$ cat config.mk
export PLATFORM = sky130hd
export DESIGN_NAME = majority_serial
export DESIGN_NICKNAME = d
export VERILOG_FILES = /design/src/rtl/maj_pkg.sv /design/src/rtl/majority_decide.sv /design/src/rtl/majority_serial.sv
export SDC_FILE = /design/constraint.sdc
export NUM_CORES = 1
export LEC_CHECK = 0
export ABC_AREA = 1
export CAP_MARGIN = 40
export CORE_UTILIZATION = 35
export DETAILED_ROUTE_END_ITERATION = 10
export GPL_TIMING_DRIVEN = 0
export MAX_ROUTING_LAYER = met4
export PLACE_DENSITY = 0.6
export SYNTH_ARGS = -nofsm -noshare
export SYNTH_HDL_FRONTEND = slang
export SYNTH_SLANG_ARGS = --single-unit
$ cat constraint.sdc
create_clock -name clk -period 1.1 [get_ports clk]
set_input_delay 0.275 -clock clk [delete_from_list [all_inputs] [get_ports clk]]
set_output_delay 0.275 -clock clk [all_outputs]
set_load 0.02 [all_outputs]
$ cat src/rtl/maj_pkg.sv
// Shared types and helpers for the majority voters (serial and parallel paths).
package maj_pkg;

  typedef enum logic [0:0] {
    COLLECT = 1'b0,
    RESULT  = 1'b1
  } maj_state_t;

  // Width needed to hold a ones count of 0..n.
  function automatic int maj_cw(input int n);
    return $clog2(n + 1);
  endfunction

  // Exact half: only possible for even n.
  function automatic logic is_tie(input int count, input int n);
    return (count << 1) == n;
  endfunction

endpackage

$ cat src/rtl/majority_decide.sv
// Combinational majority decision from a ones count: y = count > N/2, tie = 2*count == N.
module majority_decide
  import maj_pkg::*;
#(
  parameter  int N  = 8,
  localparam int CW = maj_cw(N)
) (
  input  logic [CW-1:0] count,
  output logic          y,
  output logic          tie
);

  localparam logic [CW-1:0] HALF = CW'(N >> 1);

  assign y   = count > HALF;
  assign tie = is_tie(int'(count), N);

endmodule

$ cat src/rtl/majority_serial.sv
// Bit-serial majority voter: collects N bits over a valid/ready link, then offers y/tie.
// Optional build macro MAJ_SERIAL_COUNT_EN adds the registered ones count output.
module majority_serial
  import maj_pkg::*;
#(
  parameter  int N  = 8,
  localparam int CW = maj_cw(N)
) (
  input  logic          clk,
  input  logic          rst,
  input  logic          clear,
  input  logic          in_valid,
  output logic          in_ready,
  input  logic          in_bit,
  output logic          out_valid,
  input  logic          out_ready,
  output logic          y,
  output logic          tie
`ifdef MAJ_SERIAL_COUNT_EN
  ,
  output logic [CW-1:0] ones
`endif
);

  // Handshakes: a transfer happens on a rising edge where valid && ready; the
  // input side is ready only in COLLECT, the output side valid only in RESULT.
  localparam logic [CW-1:0] LAST = CW'(N - 1);

  maj_state_t    state_q, state_d;
  logic [CW-1:0] cnt_q, cnt_d;
  logic [CW-1:0] acc_q, acc_d;
  logic [CW-1:0] acc_inc;
  logic          y_q, y_d;
  logic          tie_q, tie_d;
  logic          dec_y, dec_tie;
  logic          accept, last_bit, drop;
`ifdef MAJ_SERIAL_COUNT_EN
  logic [CW-1:0] ones_q, ones_d;
`endif

  assign acc_inc  = acc_q + CW'(in_bit);
  assign accept   = (state_q == COLLECT) && in_valid && !clear;
  assign last_bit = accept && (cnt_q == LAST);
  assign drop     = clear || ((state_q == RESULT) && out_ready);

  majority_decide #(.N(N)) u_decide (
    .count (acc_inc),
    .y     (dec_y),
    .tie   (dec_tie)
  );

  always_ff @(posedge clk or posedge rst) begin
    if (rst) state_q <= COLLECT;
    else     state_q <= state_d;
  end

  always_comb begin
    state_d = state_q;
    case (state_q)
      COLLECT: if (last_bit) state_d = RESULT;
      RESULT:  if (clear || out_ready) state_d = COLLECT;
      default: state_d = COLLECT;
    endcase
  end

  always_comb begin
    in_ready  = (state_q == COLLECT);
    out_valid = (state_q == RESULT);
  end

  // clear wins over a same-cycle input bit, and over a same-cycle result accept.
  always_comb begin
    cnt_d = cnt_q;
    acc_d = acc_q;
    y_d   = y_q;
    tie_d = tie_q;
`ifdef MAJ_SERIAL_COUNT_EN
    ones_d = ones_q;
`endif
    if (drop) begin
      cnt_d = '0;
      acc_d = '0;
    end else if (accept) begin
      cnt_d = cnt_q + CW'(1);
      acc_d = acc_inc;
      if (last_bit) begin
        y_d   = dec_y;
        tie_d = dec_tie;
`ifdef MAJ_SERIAL_COUNT_EN
        ones_d = acc_inc;
`endif
      end
    end
  end

  always_ff @(posedge clk or posedge rst) begin
    if (rst) begin
      cnt_q <= '0;
      acc_q <= '0;
      y_q   <= 1'b0;
      tie_q <= 1'b0;
`ifdef MAJ_SERIAL_COUNT_EN
      ones_q <= '0;
`endif
    end else begin
      cnt_q <= cnt_d;
      acc_q <= acc_d;
      y_q   <= y_d;
      tie_q <= tie_d;
`ifdef MAJ_SERIAL_COUNT_EN
      ones_q <= ones_d;
`endif
    end
  end

  assign y   = y_q;
  assign tie = tie_q;
`ifdef MAJ_SERIAL_COUNT_EN
  assign ones = ones_q;
`endif

endmodule

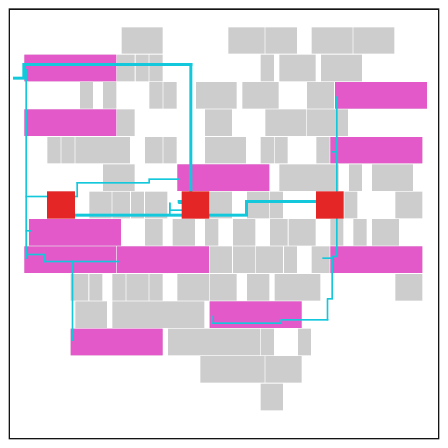
Fig. 1. Clock distribution.
magenta -> flip-flops  # count 11
red -> clock-net drivers  # count 3
cyan -> clock wires  # length 160 um
routed clock nets = 4
Clk power: 275 uW
clock power share: 0.293
Latency at later pin: 0.27 ns
Setup Skew: 0.00354 ns

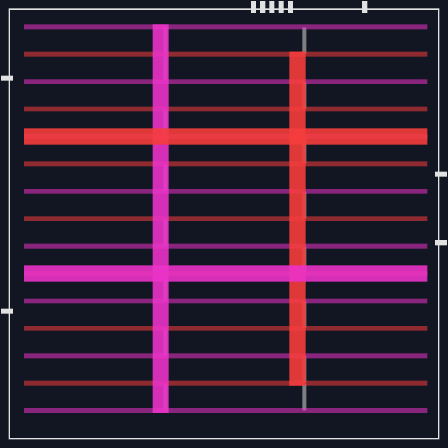
Fig. 2. Power grid.
Pins as bars on the die edge. Tap cells in grey.
magenta -> VSS
red -> VDD
met5 straps = 2
tap cells = 16
signal pins = 10
met1 rails = 15
Die Ht: 42.5 um
core area: 0.00152 sq mm
Die Width: 42.5 um
Max VDD drop: 1.06 mV

[what timing repair did]
action                                  in CTS  in global routing
endpoints found under the setup margin      13                 15
gates resized                               35                 14
buffers inserted                             4                  3
pin swaps                                    6                  3
[power groups by stage]
stage | Combinational (mW) | Sequential, mW | Clock, mW
after floorplan | 0.104 | 0.479 | 0
after global placement | 0.151 | 0.481 | 0
after detailed placement | 0.151 | 0.482 | 0
after CTS | 0.171 | 0.475 | 0.288
after global routing | 0.217 | 0.483 | 0.302
final | 0.185 | 0.480 | 0.275
[routing by layer]
layer | up-vias | global-route usage
met5 | - | -
met4 | 0 | 0.0375
met3 | 2 | 0.0776
met2 | 7 | 0.258
met1 | 236 | 0.186
li1 | 264 | -
[state kept, by name (all words and copies together) (netlist names)]
name       count
cnt_q          4
acc_q          4
y              1
out_valid      1
tie            1
==> results.txt <==
invs w/o clock = 11
largest net degree at the start of global routing = 12
Via Count = 509
worst endpoint data arrival time = 1.45 ns
Crit Path Max Fanout = 2
Post-synth top cells = nand2_1, dfrtp_1, inv_1, nand3_1
Ys Warns = 0
r2r setup slk = -0.14 ns
Yosys Instances = 70
Yosys top cell by instances = nand2_1
CP Cell Sequence = ha_4 -> ha_4 -> inv_2 -> nand2_2 -> nand3_2 -> nand2_1 -> nand2_1 -> nand2_1
net count after synthesis = 79
antenna violations before repair = 0
FF-to-FF path depth = 8
seq_cells = 11
R2R Path End = y
ratio of cells with drive above 1 in the final layout = 0.467
area grow syn2layout = 52.2%
LEAKAGE = 0.402 nW
Rows = 14
post-synthesis sequential area ratio = 0.480
RSZ-0062 raised after global routing = yes
CTS Buf Count = 3
cell family with most CP delay = adder cells
fmax = 805 MHz
fraction of area in registers = 0.316
ant diodes = 0
Max clock buf depth = 2
via density per instance = 4.80
start point of the critical path = acc_q[0]
logic share of the area = 0.413
DR top layer = met4
Detailed Routing Iterations Pass 1 = 4
Placement Setup Slack = -0.489 ns
CP bufs+invs = 1
minimum clock period = 1.24 ns
MI comb area = 360 sq um
final WL = 1280 um
Clk pin slew, worst setup/hold paths = 0.07 ns
Repair and plain buffers = 16
# nets final = 100
Critical Path Sink Type = flop
Critical Path Stages = 8
count of final hold-check violations = 0
max-cap violation count = 0
Antenna Nets Post-Route = 0
area leader, netlist = dfrtp_1
crit path DRT = 1.31 ns
Final Cycle Share = 1.13
Critical Path Max Stage Delay = 0.41 ns
XOR Share, Synth = 0.0153
Mapped Avg Cell Area = 8.19 sq um
RR Startpoint = acc_q[0]
Dominant flop cell = dfrtp_1
failing checks = setup timing
placed inst area = 701 sq um
Post-Syn Area = 573 sq um
Core Util, Final = 0.572
tally of non-filler cells in the final layout = 106
Power, Total = 941 uW
Clock buf/inv share = 0.0316
Synth mux share = 0
status = complete, but fails checks
vias in the first global route = 485
P per Cell Area = 1080 mW/mm^2
crit path max-delay cell type = dfrtp_1
post-synth area from yosys stat = 573 sq um
# Taps = 16
area fraction in compound gates = 0.0764
Overflow after GRT = 0
Logic Gate Count = 48
area occupied by registers = 275 sq um
clock sinks = 11
sw power = 277 uW
Comb power frac = 0.197
first-pass GRT wire length = 2070 um
Init Core Util = 0.376
GR Util All Layers = 0.163
Post-Synth Adder-Cell Area = 0.0655
Startpoint Class = flop
count of tool warnings = 29
Internal = 663 uW
full die area = 0.00180 sq mm
Port Buf Inserts = 9
Seq pwr share = 0.510
yosys simple share = 0.290
Distinct lib cells used = 17
number of setup violations in the final report = 11
asr flop ratio synth = 1.00
# DRC = 0
I/O pin count = 10
post-route setup slack = -0.142 ns
TritonCTS clock tree = done
Rel. slew slack = 0.693
Synth top area share = 0.480
CLK BUF = 3
Setup crit end = y
Slew Limit Fails = 0
number of enable flip-flop cells = 0
DRT met1 WL = 556 um
Synth logic family = simple AND/OR/NAND/NOR gates
H-tree lvl count = 1
non-clk buf share = 0.166
Top class by area = combinational gates
highest-count logic cell in the final layout = nand2_1
sum of negative setup slack = -0.677 ns
Top Layout Cells = nand2_1, dfrtp_1, nand2_2
1st-iter DRT viols = 8
hold_buf cts = 0
final RePlAce weighted congestion = 0.751
post-DP HPWL = 778 um
Root Buffer = clkbuf_4
Synth area leaders = dfrtp_1, nand2_1, ha_1
DR WL met3 = 61 um
Placed Cells incl. Taps = 95
Slew @ Worst Pin = 0.460 ns
Setup Crit Path Kind = flop to flop
switching part of the total = 0.295
Yosys reg bits = 11
post-synthesis instance total = 70
DR WL/cell = 12.1 um
Hold Worst Slack = 0.310 ns
Crit path top cell by count = nand2_1
worst min-delay path class = input pin to asynchronous set/reset pin
fillers = 141
fin area = 872 sq um
WL met2 = 652 um
Power and IR drop assume default switching activity.
